`src/rtl/fetch_pkg.sv`:
```
// fetch_pkg
//   Shared definitions for the instruction-fetch stage and its next-PC mux:
//   FSM state encodings, the nop encoding used for squashed slots, the PC
//   increment, and small helpers for jump-target formation and saturating
//   performance counters.
package fetch_pkg;

  // What the most recent clock edge did to the IF/ID register.
  typedef enum logic [1:0] {
    ST_RUN    = 2'd0,  // normal fetch
    ST_HOLD   = 2'd1,  // previous edge was a stall
    ST_SQUASH = 2'd2   // previous edge inserted a bubble
  } fetch_state_e;

  localparam logic [31:0] NOP_INSTR = 32'h0000_0000;
  localparam logic [31:0] PC_INCR   = 32'd4;

  // MIPS j/jal target: upper nibble of the delay-slot PC, 26-bit word index.
  function automatic logic [31:0] jump_target(input logic [31:0] pc_plus4,
                                              input logic [25:0] index);
    return {pc_plus4[31:28], index, 2'b00};
  endfunction

  // Performance counters stick at all-ones rather than wrapping to zero.
  function automatic logic [31:0] sat_inc(input logic [31:0] value);
    return (value == 32'hFFFF_FFFF) ? value : value + 32'd1;
  endfunction

endpackage

```
`src/rtl/fetch_stage_next_pc_sel.sv`:
```
// next_pc_sel
//   Combinational next-PC priority mux. Also used standalone by the hazard
//   unit's verification model, so it carries no state.
//   Priority: reset, jr, j/jal, taken branch, stall (hold), sequential.
// Ports
//   rst_i            reset asserted: select RESET_PC
//   pc_i             current PC
//   stall_i          hold the PC
//   branch_taken_i   taken branch, target in branch_target_i
//   jump_i           j/jal, word index in jump_index_i
//   jump_reg_i       jr, target in jump_reg_target_i
//   address_o        next PC, bits [1:0] forced to zero
//   pc_plus4_o       pc_i + 4, modulo 2^32
//   target_misaligned_o  the selected redirect target had nonzero bits [1:0]
module next_pc_sel
  import fetch_pkg::*;
#(
  parameter int          DATA_W   = 32,
  parameter logic [31:0] RESET_PC = 32'h0000_0000
) (
  input  logic              rst_i,
  input  logic [DATA_W-1:0] pc_i,
  input  logic              stall_i,
  input  logic              branch_taken_i,
  input  logic [DATA_W-1:0] branch_target_i,
  input  logic              jump_i,
  input  logic [25:0]       jump_index_i,
  input  logic              jump_reg_i,
  input  logic [DATA_W-1:0] jump_reg_target_i,
  output logic [DATA_W-1:0] address_o,
  output logic [DATA_W-1:0] pc_plus4_o,
  output logic              target_misaligned_o
);

  logic [DATA_W-1:0] raw_addr;
  logic              redirect;

  assign pc_plus4_o = pc_i + PC_INCR;
  assign redirect   = jump_reg_i | jump_i | branch_taken_i;

  always_comb begin
    raw_addr = pc_plus4_o;
    if (rst_i)               raw_addr = RESET_PC;
    else if (jump_reg_i)     raw_addr = jump_reg_target_i;
    else if (jump_i)         raw_addr = jump_target(pc_plus4_o, jump_index_i);
    else if (branch_taken_i) raw_addr = branch_target_i;
    else if (stall_i)        raw_addr = pc_i;
  end

  // Only redirect targets are judged; a jump target is aligned by
  // construction so it never trips the flag.
  assign target_misaligned_o = ~rst_i & redirect & (|raw_addr[1:0]);
  assign address_o           = {raw_addr[DATA_W-1:2], 2'b00};

endmodule

```
`src/rtl/fetch_stage.sv`:
```
// fetch_stage
//   Instruction-fetch stage around the PC register: produces the next PC
//   (Address) and the IF/ID pipeline register with stall/flush control,
//   plus fetch/bubble performance counters and a sticky misalignment flag.
// Ports
//   Clk, Rst          clock (rising edge), asynchronous active-high reset
//   PCResult          current PC from the PC register
//   Instruction       imem read data at PCResult (combinational)
//   Stall / Flush     hazard-unit hold / squash of IF/ID
//   BranchTaken, BranchTarget, Jump, JumpIndex, JumpReg, JumpRegTarget
//                     redirect requests and their targets
//   Address           next PC, to the PC register input (zero-cycle path)
//   IFID_Instruction, IFID_PCPlus4, IFID_Valid   IF/ID register
//   FetchCount, BubbleCount   saturating performance counters
//   Misaligned        sticky: a redirect target was not word aligned
module fetch_stage
  import fetch_pkg::*;
#(
  parameter int          DATA_W   = 32,
  parameter logic [31:0] RESET_PC = 32'h0000_0000
) (
  input  logic              Clk,
  input  logic              Rst,
  input  logic [DATA_W-1:0] PCResult,
  input  logic [DATA_W-1:0] Instruction,
  input  logic              Stall,
  input  logic              Flush,
  input  logic              BranchTaken,
  input  logic [DATA_W-1:0] BranchTarget,
  input  logic              Jump,
  input  logic [25:0]       JumpIndex,
  input  logic              JumpReg,
  input  logic [DATA_W-1:0] JumpRegTarget,
  output logic [DATA_W-1:0] Address,
  output logic [DATA_W-1:0] IFID_Instruction,
  output logic [DATA_W-1:0] IFID_PCPlus4,
  output logic              IFID_Valid,
  output logic [31:0]       FetchCount,
  output logic [31:0]       BubbleCount,
  output logic              Misaligned
);

  logic [DATA_W-1:0] pc_plus4;
  logic              target_misaligned;
  logic              squash;

  fetch_state_e      state_q, state_d, evt_state;
  logic [DATA_W-1:0] instr_q, instr_d;
  logic [DATA_W-1:0] pcp4_q, pcp4_d;
  logic              valid_q, valid_d;
  logic [31:0]       fetch_cnt_q, fetch_cnt_d;
  logic [31:0]       bubble_cnt_q, bubble_cnt_d;
  logic              misal_q, misal_d;

  next_pc_sel #(
    .DATA_W   (DATA_W),
    .RESET_PC (RESET_PC)
  ) u_next_pc_sel (
    .rst_i               (Rst),
    .pc_i                (PCResult),
    .stall_i             (Stall),
    .branch_taken_i      (BranchTaken),
    .branch_target_i     (BranchTarget),
    .jump_i              (Jump),
    .jump_index_i        (JumpIndex),
    .jump_reg_i          (JumpReg),
    .jump_reg_target_i   (JumpRegTarget),
    .address_o           (Address),
    .pc_plus4_o          (pc_plus4),
    .target_misaligned_o (target_misaligned)
  );

  // Any redirect leaves the instruction currently being fetched on the
  // wrong path, so it is squashed exactly like an explicit flush.
  assign squash = Flush | JumpReg | Jump | BranchTaken;

  // Next state: every legal state obeys the same priority; the state only
  // records what the last edge did. Illegal encodings recover to RUN.
  always_comb begin
    evt_state = ST_RUN;
    if (squash)     evt_state = ST_SQUASH;
    else if (Stall) evt_state = ST_HOLD;

    state_d = ST_RUN;
    case (state_q)
      ST_RUN, ST_HOLD, ST_SQUASH: state_d = evt_state;
      default:                    state_d = ST_RUN;
    endcase
  end

  // IF/ID, counters and sticky flag. Flush beats Stall.
  always_comb begin
    instr_d      = instr_q;
    pcp4_d       = pcp4_q;
    valid_d      = valid_q;
    fetch_cnt_d  = fetch_cnt_q;
    bubble_cnt_d = bubble_cnt_q;
    misal_d      = misal_q | target_misaligned;

    if (squash) begin
      instr_d      = NOP_INSTR;
      pcp4_d       = '0;
      valid_d      = 1'b0;
      bubble_cnt_d = sat_inc(bubble_cnt_q);
    end else if (!Stall) begin
      instr_d     = Instruction;
      pcp4_d      = pc_plus4;
      valid_d     = 1'b1;
      fetch_cnt_d = sat_inc(fetch_cnt_q);
    end
  end

  always_ff @(posedge Clk or posedge Rst) begin
    if (Rst) begin
      state_q      <= ST_RUN;
      instr_q      <= NOP_INSTR;
      pcp4_q       <= '0;
      valid_q      <= 1'b0;
      fetch_cnt_q  <= '0;
      bubble_cnt_q <= '0;
      misal_q      <= 1'b0;
    end else begin
      state_q      <= state_d;
      instr_q      <= instr_d;
      pcp4_q       <= pcp4_d;
      valid_q      <= valid_d;
      fetch_cnt_q  <= fetch_cnt_d;
      bubble_cnt_q <= bubble_cnt_d;
      misal_q      <= misal_d;
    end
  end

  assign IFID_Instruction = instr_q;
  assign IFID_PCPlus4     = pcp4_q;
  assign IFID_Valid       = valid_q;
  assign FetchCount       = fetch_cnt_q;
  assign BubbleCount      = bubble_cnt_q;
  assign Misaligned       = misal_q;

endmodule

```
`config.mk`:
```
export PLATFORM = sky130hd
export DESIGN_NAME = fetch_stage
export DESIGN_NICKNAME = d
export VERILOG_FILES = /design/src/rtl/fetch_pkg.sv /design/src/rtl/fetch_stage_next_pc_sel.sv /design/src/rtl/fetch_stage.sv
export SDC_FILE = /design/constraint.sdc
export NUM_CORES = 1
export LEC_CHECK = 0
export CORE_ASPECT_RATIO = 0.7
export CORE_MARGIN = 2
export CORE_UTILIZATION = 40
export CTS_CLUSTER_SIZE = 8
export DETAILED_ROUTE_END_ITERATION = 10
export GPL_TIMING_DRIVEN = 0
export PLACE_DENSITY_LB_ADDON = 0.15
export SYNTH_ARGS = -nofsm -noshare
export SYNTH_HDL_FRONTEND = slang
export SYNTH_SLANG_ARGS = --single-unit
export TNS_END_PERCENT = 30
```
`constraint.sdc`:
```
create_clock -name Clk -period 10 [get_ports Clk]
set_input_delay 2.5 -clock Clk [delete_from_list [all_inputs] [get_ports Clk]]
set_output_delay 2.5 -clock Clk [all_outputs]
set_load 0.02 [all_outputs]
```
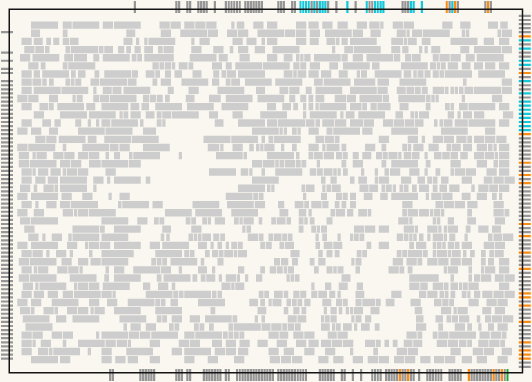
**Above:** pin map.
Drawn at 3 px/µm. Pins as bars across the die edge, other pins in grey.
Key: orange = `JumpIndex` [pins 26, direction input, edge 18 east, 5 south, 3 north]; green = `Misaligned` [pins 1, direction output, edge south]; cyan = `FetchCount` [pins 32, direction output, edge 18 north, 14 east]
DIE HEIGHT: 121 µm
IO buf count: 313
die width: 171 µm

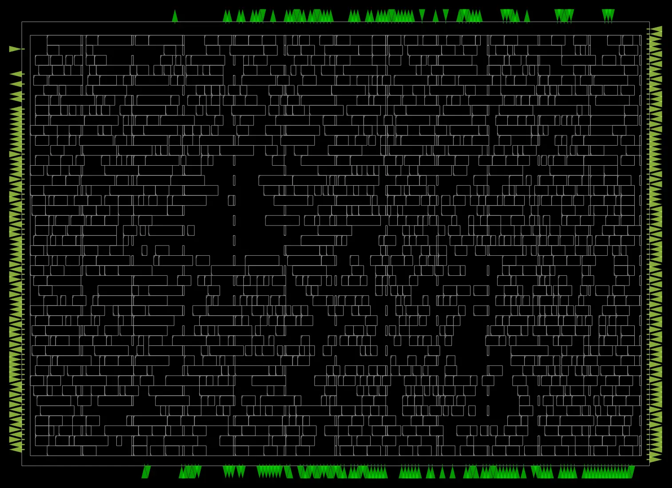
**Above:** cell placement.
Well Taps: 264
FFs & Latches: 130

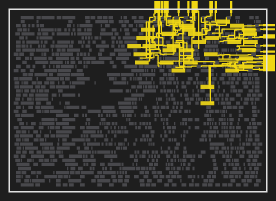
**Above:** I/O nets highlighted.
Drawn at 1.5 px/µm.
Key: yellow = `FetchCount` [direction output, end cells 32, buffers 32, wire 1390 µm]
io pins: 323

==> out/qor.csv <==
metric;value;unit
outcome;completed;
inv_count;21;
yosysUniqueCellTypes;58;
skew;0.0147;ns
clock_area_share;4.97;%
ys_seq_elements;130;
common_cells;dfrtp_1 (130), nor2_1 (77), o21ai_0 (67), xnor2_1 (67), a21oi_1 (59);
critPathSlowestCell;clkdlybuf4s50_1;
ys_sh_aoi;14.9;%
via_per_inst;5.44;
clock.fmax;121;MHz
worstSetupPathType;in2out;
wl;29.9;mm
whs_endpoint;Misaligned;
comb_cells;658;
yosysTopAreaCell;dfrtp_1;
hold_viol;0;
ys_area;7770;µm²
grt_setup_unrepaired;false;
utilization;62.6;%
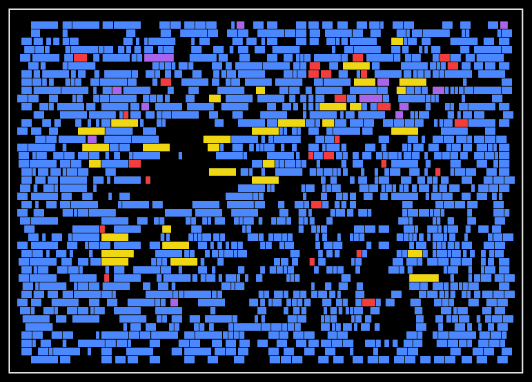
**Above:** drive-strength map.
Drawn at 3 px/µm.
Key: purple = drive 3 to 4 [cells 12, share 0.99%]; blue = drive 1 or less [cells 1142, share 94%]; red = drive 2 [cells 26, share 2.1%]; yellow = drive 6 and up [cells 31, share 2.6%]
area grow syn2layout: 52.8%
bufs w/o clock: 370
finished layout cell area: 11900 µm²
final worst slack: 1.73 ns

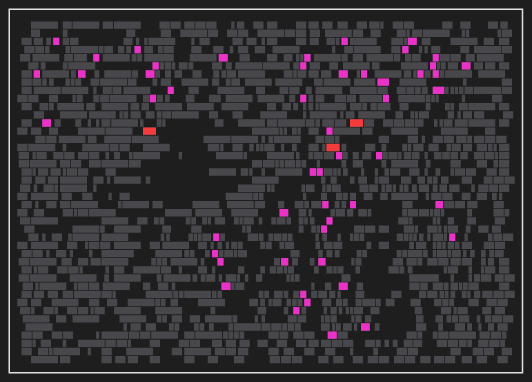
**Above:** logic cells by family.
Drawn at 3 px/µm.
Key: red = adder and majority cells [cells 3]; magenta = AND and OR gates [cells 51]
Commonest Layout Cell: clkdlybuf4s50_1
Final Non-Filler Cells: 1478

